--- config.mk ---
export PLATFORM = sky130hd
export DESIGN_NAME = countdown
export DESIGN_NICKNAME = d
export VERILOG_FILES = /design/src/rtl/countdown.sv
export SDC_FILE = /design/constraint.sdc
export NUM_CORES = 1
export LEC_CHECK = 0
export CAP_MARGIN = 0
export CORE_UTILIZATION = 25
export DETAILED_ROUTE_END_ITERATION = 6
export SLEW_MARGIN = 15
export SYNTH_ARGS = -nofsm -noshare
export SYNTH_HDL_FRONTEND = slang
export SYNTH_SLANG_ARGS = --single-unit
--- constraint.sdc ---
create_clock -name clk -period 1.9 [get_ports clk]
set_clock_uncertainty 0.15 [all_clocks]
set_input_delay 0.19 -clock clk [delete_from_list [all_inputs] [get_ports clk]]
set_output_delay 0.19 -clock clk [all_outputs]
set_load 0.01 [all_outputs]
--- src/rtl/countdown.sv ---
// Preset hours:minutes:seconds down-counter with an IDLE/RUN/DONE controller.
// It emits a one-cycle registered borrow pulse when the count is decremented to zero.
module countdown (
  input  logic       clk,
  input  logic       rst,
  input  logic       ld,
  input  logic [4:0] hour_in,
  input  logic [5:0] min_in,
  input  logic [5:0] sec_in,
  input  logic       ci,
  output logic       co,
  output logic       busy,
  output logic [4:0] hour_out,
  output logic [5:0] min_out,
  output logic [5:0] sec_out
);

  typedef enum logic [1:0] {
    IDLE = 2'd0,
    RUN  = 2'd1,
    DONE = 2'd2
  } state_e;

  state_e      state_q, state_d;
  logic [4:0]  hour_q, hour_d;
  logic [5:0]  min_q, min_d;
  logic [5:0]  sec_q, sec_d;
  logic        co_q, co_d;
  logic        busy_q, busy_d;

  logic [4:0]  hour_clamp_s;
  logic [5:0]  min_clamp_s;
  logic [5:0]  sec_clamp_s;
  logic        load_nonzero_s;
  logic        last_tick_s;

  // Clamp the presets field by field before they are loaded.
  always_comb begin
    hour_clamp_s   = (hour_in > 5'd23) ? 5'd23 : hour_in;
    min_clamp_s    = (min_in  > 6'd59) ? 6'd59 : min_in;
    sec_clamp_s    = (sec_in  > 6'd59) ? 6'd59 : sec_in;
    load_nonzero_s = ({hour_clamp_s, min_clamp_s, sec_clamp_s} != 17'd0);
    last_tick_s    = (state_q == RUN) && ci && ({hour_q, min_q, sec_q} == 17'd1);
  end

  // State register.
  always_ff @(posedge clk or negedge rst) begin
    if (!rst) begin
      state_q <= IDLE;
    end else begin
      state_q <= state_d;
    end
  end

  // Next-state logic; a load overrides everything.
  always_comb begin
    state_d = state_q;
    if (ld) begin
      state_d = load_nonzero_s ? RUN : IDLE;
    end else begin
      case (state_q)
        IDLE:    state_d = IDLE;
        RUN:     state_d = last_tick_s ? DONE : RUN;
        DONE:    state_d = DONE;
        default: state_d = IDLE;
      endcase
    end
  end

  // Count datapath and output decode; RUN is never entered at zero, so hours cannot underflow.
  always_comb begin
    hour_d = hour_q;
    min_d  = min_q;
    sec_d  = sec_q;
    co_d   = 1'b0;
    if (ld) begin
      hour_d = hour_clamp_s;
      min_d  = min_clamp_s;
      sec_d  = sec_clamp_s;
    end else if ((state_q == RUN) && ci) begin
      co_d = last_tick_s;
      if (sec_q != 6'd0) begin
        sec_d = sec_q - 6'd1;
      end else if (min_q != 6'd0) begin
        sec_d = 6'd59;
        min_d = min_q - 6'd1;
      end else begin
        sec_d  = 6'd59;
        min_d  = 6'd59;
        hour_d = hour_q - 5'd1;
      end
    end else begin
      co_d = 1'b0;
    end
    busy_d = (state_d == RUN);
  end

  // Output and count registers.
  always_ff @(posedge clk or negedge rst) begin
    if (!rst) begin
      hour_q <= 5'd0;
      min_q  <= 6'd0;
      sec_q  <= 6'd0;
      co_q   <= 1'b0;
      busy_q <= 1'b0;
    end else begin
      hour_q <= hour_d;
      min_q  <= min_d;
      sec_q  <= sec_d;
      co_q   <= co_d;
      busy_q <= busy_d;
    end
  end

  assign hour_out = hour_q;
  assign min_out  = min_q;
  assign sec_out  = sec_q;
  assign co       = co_q;
  assign busy     = busy_q;

endmodule

### The clock network

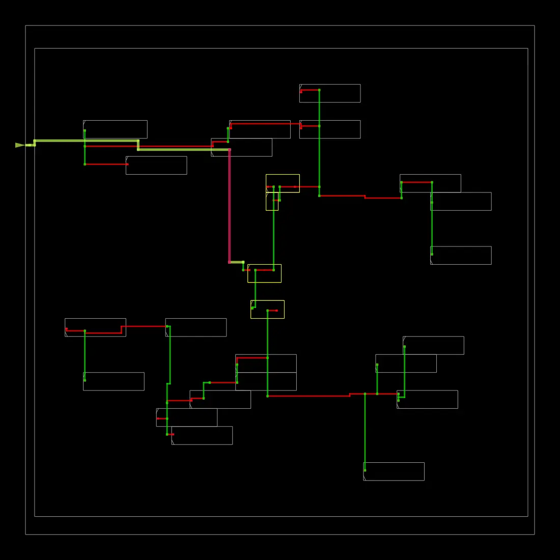
CTS Sinks: 21
Inserted Clock Buffers: 3
num sequential: 21
clock latency of the later-clocked register in the worst-skew pair: 260 ps
reported clock group power: 0.302 mW

### Sequential cells coloured by netlist name

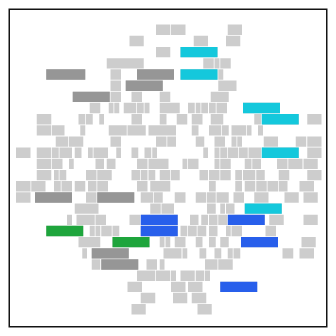
[blue] `hour_out` | placed flops: 5
[cyan] `min_out` | placed flops: 6
[green] `state_q` | placed flops: 2

==> run summary <==
run metrics: share of final-layout standard cells stronger than drive strength 1=20.0%, cell type with the largest total area after synthesis=dfrtp_1, Max H-tree Level=1, Yosys warning total=0, Largest type area fraction=37.5%, diode insertion count for antenna repair=0, overall die area=5910 µm², total chip power=1.29 mW, maximum frequency from static timing analysis=0.541 GHz, net count reported at finish=261, Final ANT Viol Nets=0, cell chosen for the clock root=clkbuf_8, Post-synth regs=21, most common logic cells in the final layout=39 x clkdlybuf4s50_1, 33 x buf_4, 20 x dfrtp_1, 15 x nand2_1, 12 x o21ai_0, post-route DRC violation count=0, Placeable Area=5270 µm², Post-Syn Nets=189, DPL Wire Length=3150 µm, chip width=76.9 µm, Syn Inst Count=159, Initial DRC Count=100, via-per-instance ratio=4.96, initial antenna violation count=0, detailed-router iteration count before antenna repair=4, tally of max-capacitance violations=0, critical path peak fanout=7, Sw Share=31.1%, number of global-route vias before repair=1446, RSZ-0062 raised after global routing=yes, number of pins exceeding their max-slew limit in the final report=0, DR WL met3=156 µm, TritonCTS clock tree=built, Complex Gates by Area=24.2%, area fraction in xor and xnor cells=0.624%, detail-routed net length per standard cell=13.5 µm, setup violators final=0, worst slew margin relative to its limit=75.1%, Initial Utilization=26.6%, Routed met2 length=1920 µm, proportion of power drawn by combinational gates=35.7%, adder-cell share of the synthesized area=8.03%, result of the run=completed, post-synthesis simple-gate area fraction=23.5%
### Clock wires, drivers and flops

Scale bar: 20 µm.
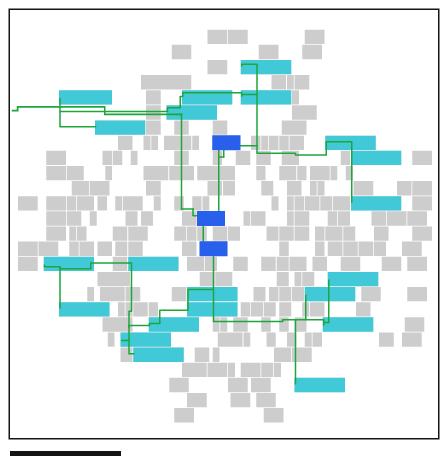
[cyan] flip-flops | count: 21
[green] clock wires | length: 312 µm
[blue] cells driving clock nets | count: 3
routed clock nets: 4

-- worst max-delay path, cell delays in order, from the launching register on --
cell and delay (ps):
dfrtp_1 390, inv_1 60, ha_2 170, and4bb_4 290, nand4_1 170, or3_1 380, a31oi_1 160
-- through the flow --
stage,cell area [µm²],hold slack (ps),instances,worst slack [ps],setup TNS (ps)
6_report,2180,126,300,52.4,0
5_1_grt,2180,143,300,-71.4,-108
4_1_cts,2120,137,296,25.2,0
3_5_place_dp,2080,416,292,-54.5,-164
3_3_place_gp,2080,425,292,-85.1,-184
2_1_floorplan,1400,-256,159,7.01,0
-- synthesized netlist by cell type --
| master | number |
|---|---|
| nand3_1 | 4 |
| or3b_1 | 1 |
| a31oi_1 | 5 |
| nand2b_1 | 1 |
| nor2_1 | 7 |
| and4_1 | 1 |
| dfrtp_1 | 21 |
| mux2i_1 | 2 |
| o21a_1 | 5 |
| inv_1 | 11 |
| nand4_1 | 4 |
| o21bai_1 | 3 |
| nand2_1 | 15 |
| or3_1 | 4 |
| nor3b_1 | 1 |
| nor3b_4 | 1 |
| and3_1 | 3 |
| o31ai_1 | 4 |
| o31a_1 | 2 |
| a41o_1 | 2 |
| a2bb2oi_1 | 1 |
| and2_0 | 1 |
| nor3_2 | 1 |
| nor4_1 | 4 |
| o21ai_0 | 12 |
| nor2b_1 | 2 |
| buf_4 | 1 |
| and2_1 | 2 |
| a32oi_1 | 1 |
| a21oi_1 | 10 |
| ha_1 | 9 |
| a2111oi_0 | 1 |
| o211ai_1 | 1 |
| a41oi_1 | 2 |
| and4bb_2 | 1 |
| and3b_1 | 1 |
| o32a_1 | 1 |
| clkbuf_1 | 4 |
| xnor2_1 | 1 |
| nor3_1 | 4 |
| a22o_1 | 1 |
| clkinv_1 | 1 |
-- repair_timing --
action                                  in CTS  in global routing
setup buffers                                0                  4
gates cloned                                 0                  0
endpoints found under the setup margin       1                  8
pin swaps                                    0                  6
gates resized                                1                  6
-- power groups by stage --
stage | clock [mW] | sequential [mW] | combinational, mW
after floorplan | 0 | 0.563 | 0.155
after global placement | 0 | 0.534 | 0.437
after detailed placement | 0 | 0.535 | 0.437
after CTS | 0.307 | 0.527 | 0.439
after global routing | 0.329 | 0.534 | 0.507
final | 0.302 | 0.527 | 0.461
-- final timing paths --
path / cells past startpoint / start / to
min in group clk: 3 / hour_in[0] / hour_out[0]
hold reg to reg: 2 / hour_out[4] / hour_out[4]
setup reg to reg: 6 / state_q[1] / hour_out[3]
max in group asynchronous: 2 / rst / sec_out[0]
hold / removal: 2 / rst / hour_out[0]
setup / recovery: 6 / state_q[1] / hour_out[3]
-- state kept, by name, summed over array words and instances (netlist names) --
signal,count
sec_out,6
busy,1
state_q,2
min_out,6
co,1
hour_out,5
-- area by class of cell --
cell class | count | area (µm²) | share of cell area, %
inverters | 12 | 45.0 | 2.07
multi-input cells | 121 | 832 | 38.2
clock buffers | 3 | 41.3 | 1.90
clock inverters | 1 | 5.00 | 0.230
well taps | 70 | 87.6 | 4.03
flip-flops and latches | 21 | 527 | 24.2
repair buffers | 72 | 638 | 29.3
No activity file was given, so power comes from the tool's default toggle rates.
